==> config.mk <==
export PLATFORM = sky130hd
export DESIGN_NAME = mash_ncn
export DESIGN_NICKNAME = d
export VERILOG_FILES = /design/src/rtl/mash_ncn_pkg.sv /design/src/rtl/mash_ncn_diff.sv /design/src/rtl/mash_ncn.sv
export SDC_FILE = /design/constraint.sdc
export NUM_CORES = 1
export LEC_CHECK = 0
export CORE_MARGIN = 10
export CORE_UTILIZATION = 50
export DETAILED_ROUTE_END_ITERATION = 8
export GPL_ROUTABILITY_DRIVEN = 0
export PLACE_DENSITY = 0.76
export SYNTH_ARGS = -nofsm -noshare
export SYNTH_HDL_FRONTEND = slang
export SYNTH_SLANG_ARGS = --single-unit
export TNS_END_PERCENT = 100
==> constraint.sdc <==
create_clock -name i_clk -period 14.8 [get_ports i_clk]
set_input_delay 2.96 -clock i_clk [delete_from_list [all_inputs] [get_ports i_clk]]
set_output_delay 2.96 -clock i_clk [all_outputs]
set_load 0.01 [all_outputs]
==> src/rtl/mash_ncn_pkg.sv <==
// Shared constants and helpers for the MASH noise-cancellation network.
// Sizing rules and the divide-word clamp live here.
package mash_ncn_pkg;

   localparam int LP_STAGES = 4;

   function automatic int ofs_width(input int stages);
      return stages + 1;
   endfunction

   function automatic int latency(input int stages);
      return stages;
   endfunction

   function automatic int fill_max(input int stages);
      return 2 * stages - 1;
   endfunction

   function automatic int clamp_int(input int v, input int lo, input int hi);
      if (v < lo) return lo;
      if (v > hi) return hi;
      return v;
   endfunction

endpackage

==> src/rtl/mash_ncn_diff.sv <==
// One differentiator level of the recombiner: d = c + d_next - h.
// h is d_next from the previous enabled cycle, cleared on order change.
module mash_ncn_diff
   import mash_ncn_pkg::*;
#(
   parameter int P_W = ofs_width(LP_STAGES)
) (
   input  logic                  i_clk,
   input  logic                  i_rst,
   input  logic                  i_en,
   input  logic                  i_clr,
   input  logic                  i_c,
   input  logic signed [P_W-1:0] i_d,
   output logic signed [P_W-1:0] o_d
);

   logic signed [P_W-1:0] r_h;

   always_ff @(posedge i_clk or posedge i_rst) begin
      if (i_rst) begin
         r_h <= '0;
      end else if (i_en) begin
         r_h <= i_clr ? '0 : i_d;
      end
   end

   assign o_d = i_d - r_h + P_W'(i_c);

endmodule

==> src/rtl/mash_ncn.sv <==
// MASH recombiner: deskews per-stage carries, forms sum (1-z^-1)^k c_k,
// and adds the signed offset to the integer divide word with clamping.
module mash_ncn
   import mash_ncn_pkg::*;
#(
   parameter int P_STAGES    = LP_STAGES,
   parameter int P_OFS_WIDTH = ofs_width(P_STAGES),
   parameter int P_INT_WIDTH = 8
) (
   input  logic                          i_clk,
   input  logic                          i_rst,
   input  logic                          i_en,
   input  logic [3:0]                    i_order,
   input  logic [P_STAGES-1:0]           i_carry,
   input  logic [P_INT_WIDTH-1:0]        i_int,
   output logic signed [P_OFS_WIDTH-1:0] o_offset,
   output logic [P_INT_WIDTH-1:0]        o_div,
   output logic                          o_valid
);

   localparam int LP_LAT  = latency(P_STAGES);
   localparam int LP_FILL = fill_max(P_STAGES);
   localparam int LP_FW   = $clog2(LP_FILL + 1);
   localparam int LP_DMAX = (1 << P_INT_WIDTH) - 1;

   logic [3:0]                    w_ord;
   logic                          w_chg;
   logic [P_STAGES-1:0]           w_al;
   logic [P_STAGES-1:0]           w_c;
   logic signed [P_OFS_WIDTH-1:0] w_d [P_STAGES];
   logic signed [P_OFS_WIDTH-1:0] w_d0;
   int                            w_sum;

   logic [3:0]       r_ord;
   logic             r_primed;
   logic [LP_FW-1:0] r_fill;

   assign w_ord = (i_order > 4'(P_STAGES)) ? 4'(P_STAGES) : i_order;
   // The registered order is meaningless until the first enabled cycle.
   assign w_chg = r_primed && (w_ord != r_ord);

   for (genvar k = 0; k < P_STAGES; k++) begin : g_dsk
      localparam int LP_D = LP_LAT - 1 - k;
      if (LP_D == 0) begin : g_thru
         assign w_al[k] = i_carry[k];
      end else begin : g_reg
         logic [LP_D-1:0] r_sh;
         always_ff @(posedge i_clk or posedge i_rst) begin
            if (i_rst) begin
               r_sh <= '0;
            end else if (i_en) begin
               r_sh <= (r_sh << 1) | LP_D'(i_carry[k]);
            end
         end
         assign w_al[k] = r_sh[LP_D-1];
      end
      assign w_c[k] = w_al[k] & (4'(k) < w_ord);
   end

   assign w_d[P_STAGES-1] = P_OFS_WIDTH'(w_c[P_STAGES-1]);

   for (genvar k = 0; k < P_STAGES - 1; k++) begin : g_lvl
      mash_ncn_diff #(
         .P_W (P_OFS_WIDTH)
      ) u_diff (
         .i_clk (i_clk),
         .i_rst (i_rst),
         .i_en  (i_en),
         .i_clr (w_chg),
         .i_c   (w_c[k]),
         .i_d   (w_d[k+1]),
         .o_d   (w_d[k])
      );
   end

   assign w_d0  = (w_ord == 4'd0) ? '0 : w_d[0];
   assign w_sum = int'(i_int) + int'(w_d0);

   always_ff @(posedge i_clk or posedge i_rst) begin
      if (i_rst) begin
         o_offset <= '0;
         o_div    <= '0;
         r_ord    <= '0;
         r_primed <= 1'b0;
         r_fill   <= '0;
      end else if (i_en) begin
         o_offset <= w_d0;
         o_div    <= P_INT_WIDTH'(clamp_int(w_sum, 0, LP_DMAX));
         r_ord    <= w_ord;
         r_primed <= 1'b1;
         if (w_chg) begin
            r_fill <= '0;
         end else if (r_fill != LP_FW'(LP_FILL)) begin
            r_fill <= r_fill + 1'b1;
         end
      end
   end

   assign o_valid = (r_fill == LP_FW'(LP_FILL));

endmodule

==> ci_impl_report.md <==
### Flow metrics

| Metric | Value |
|---|---|
| Outcome | finished clean |
| Initial drt markers | 75 |
| Largest net degree at the start of global routing | 39 |
| Crit path arrival time | 8.87 ns |
| Antenna violations before repair | 0 |
| Stages on worst setup path | 27 |
| YS chip area | 2440 um2 |
| Post-Syn Area per Cell | 10.08 um2 |
| Inverter count | 23 |
| Reg2reg start | g_lvl[2].u_diff.r_h[0]$_DFFE_PP0P_ |
| Cell mode on critical path | ha_1 |
| Worst hold slack | 0.5088 ns |
| Clock Skew | 0.002440 ns |
| Register share of the cell area | 30.69% |
| Clk latency late pin | 0.29 ns |
| Seq cells post-synth | 36 |
| Post-layout min period | 8.723 ns |
| CP bufs+invs | 3 |
| Placed Area | 2828 um2 |
| First-pass GRT wire length | 8749 um |
| Clock network area share | 3.666% |
| Fin. max-slew vios | 0 |
| RSZ-0062 raised after global routing | false |
| # H-tree levels | 2 |
| Hpwl dp | 3776 um |
| Worst-case clock buffer depth | 2 |
| Dominant kind of cell | logic gates |
| Slew HR | 65.42% |
| Vias in the first global route | 1888 |
| # rows | 25 |
| Most numerous logic cell after layout | dfrtp_1 |
| Synth Seq Share | 36.92% |
| CP Capture Type | flop |
| Cells on worst reg2reg path | 23 |
| Core box area | 4723 um2 |
| Met2 routed WL | 2472 um |
| IO Pins | 33 |
| CP Launch Point | i_order[1] |
| CTS tree | yes |
| DR WL met3 | 133 um |
| Worst hold start | g_dsk[1].g_reg.r_sh[0]$_DFFE_PP0P_ |
| Yosys warnings | 0 |
| Fp util | 51.66% |
| Sink Count | 36 |
| Post-Layout Inst Area | 2935 um2 |
| Post-Synth AOI/OAI Area | 15.49% |
| M1 WL | 2335 um |
| Area Growth Syn to Fin | 20.31% |
| # Taps | 67 |
| Pre-CTS setup slack | 5.859 ns |
| Layout cells sized above 1 | 13.31% |
| Avg WL per Cell | 14.61 um |
| Largest regs | g_lvl.u_diff.r_h: 9 flops, o_div: 8 flops, g_dsk.g_reg.r_sh: 6 flops |
| Post-route setup slack | 6.077 ns |
| Clk root buf | clkbuf_8 |
| Registers | 36 |
| Post_cts resized | 0 |
| Hold_buf cts | 0 |
| Dominant comb cell | adder cells |
| WS Path Type | primary input to flop |
| Register area | 900.9 um2 |
| Layout Cells excl Fill | 345 |
| Main synth FF type | dfrtp_1 |
| DR vias/cell | 5.354 |
| Cycle use final | 58.94% |
| Clock-pin slew on the worst setup and hold paths | 0.07 ns |
| Post-layout util | 62.15% |
| Chip area | 8074 um2 |
| CLK BUF | 6 |
| Area share, top type | 36.92% |
| Top Metal Used | met4 |
| Crit path capture | o_div[2]$_DFFE_PP0P_ |
| Most instantiated logic cells after routing | 36 x dfrtp_1, 32 x clkdlybuf4s50_1, 29 x ha_1 |
| Drt total wl | 5039 um |
| Combinational Gates | 176 |
| Number of flip-flops in the largest register | 9 |
| Startpoint Class | primary input |
| Syn Inst Count | 242 |
| Logic area | 1414 um2 |
| # setup viols final | 0 |
| Setup repair bufs after CTS | 0 |
| Asr flop ratio synth | 100.0% |
| Detailed Routing Iterations Pass 1 | 4 |
| Worst EP required | 14.95 ns |
| Tightest Pin Transition | 0.5155 ns |
| Xor and xnor area share after synthesis | 4.308% |
| NonClk Buf Share | 11.68% |
| Largest register by flop count | g_lvl.u_diff.r_h |
| Num CTS Buffers | 5 |
| Hold Path Cell Cnt | 1 |
| Hold WC Path Type | flop to flop |
| Max-cap violation count | 0 |
| Synth top cell by count | dfrtp_1 |
| Worst Hold End | g_dsk[1].g_reg.r_sh[1]$_DFFE_PP0P_ |
| Yosys cell count | 242 |
| Final hold vios | 0 |
| Mapped Area | 2440 um2 |
Fig. 1: met1 routing
Bar = 20 um. Cells faint in the background.
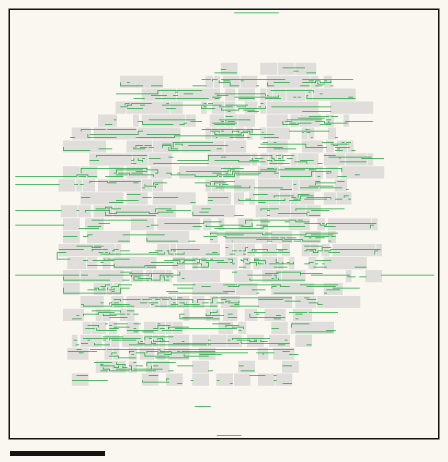
share of all routed wire: 46%
longest straight run: 27.1 um
nets with wire on the layer: 303
main direction: horizontal

Fig. 2: met2 routing
Bar = 20 um. Cells faint in the background.
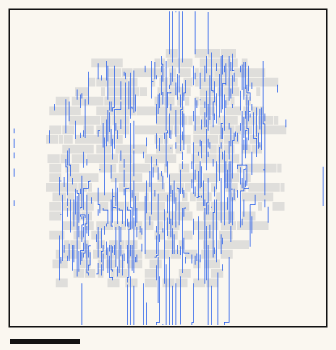
main direction: vertical
wire length on this layer: 2470 um
nets with wire on the layer: 274
share of all routed wire: 49%
longest straight run: 24.0 um

Fig. 3: met3 routing
Bar = 20 um. Cells faint in the background.
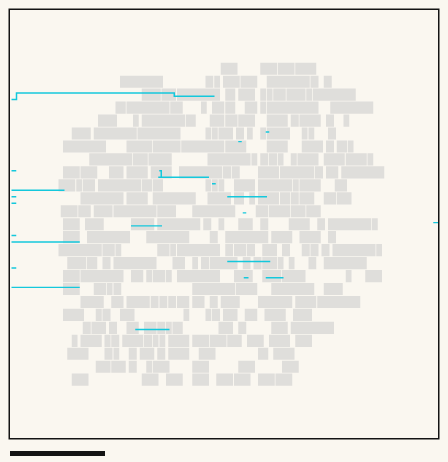
share of all routed wire: 2.7%
longest straight run: 33.1 um
main direction: horizontal
met3 Usage GRT: 3.159%
Vias: 1847

Fig. 4: pin map
Bar = 20 um. Pins as bars across the die edge, other pins in grey.
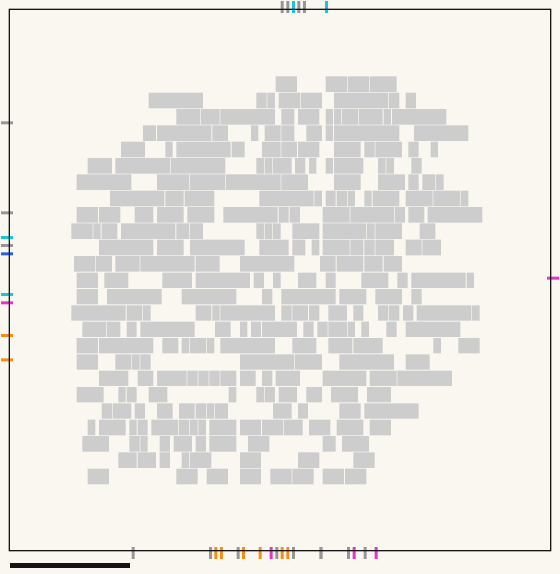
legend:
  `i_en`:
    colour: blue
    pins: 1
    direction: input
    edge: left
  `o_div`:
    colour: orange
    pins: 8
    direction: output
    edge: 6 bottom, 2 left
  `i_carry`:
    colour: cyan
    pins: 4
    direction: input
    edge: 2 left, 2 top
  `o_offset`:
    colour: magenta
    pins: 5
    direction: output
    edge: 3 bottom, 1 right, 1 left
all pins by edge: 17 bottom, 9 left, 6 top, 1 right
# port buffers: 32
Die Y: 89.86 um

Fig. 5: track usage over the die
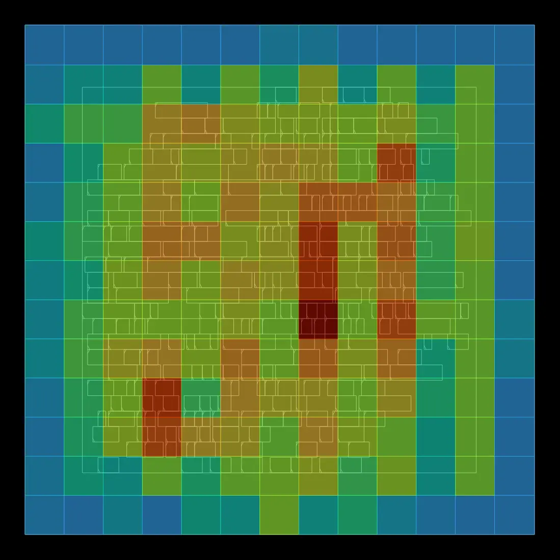
M2 GR Usage: 20.76%
total track usage: 12.75%
Most Used Layer, Global Route: met2

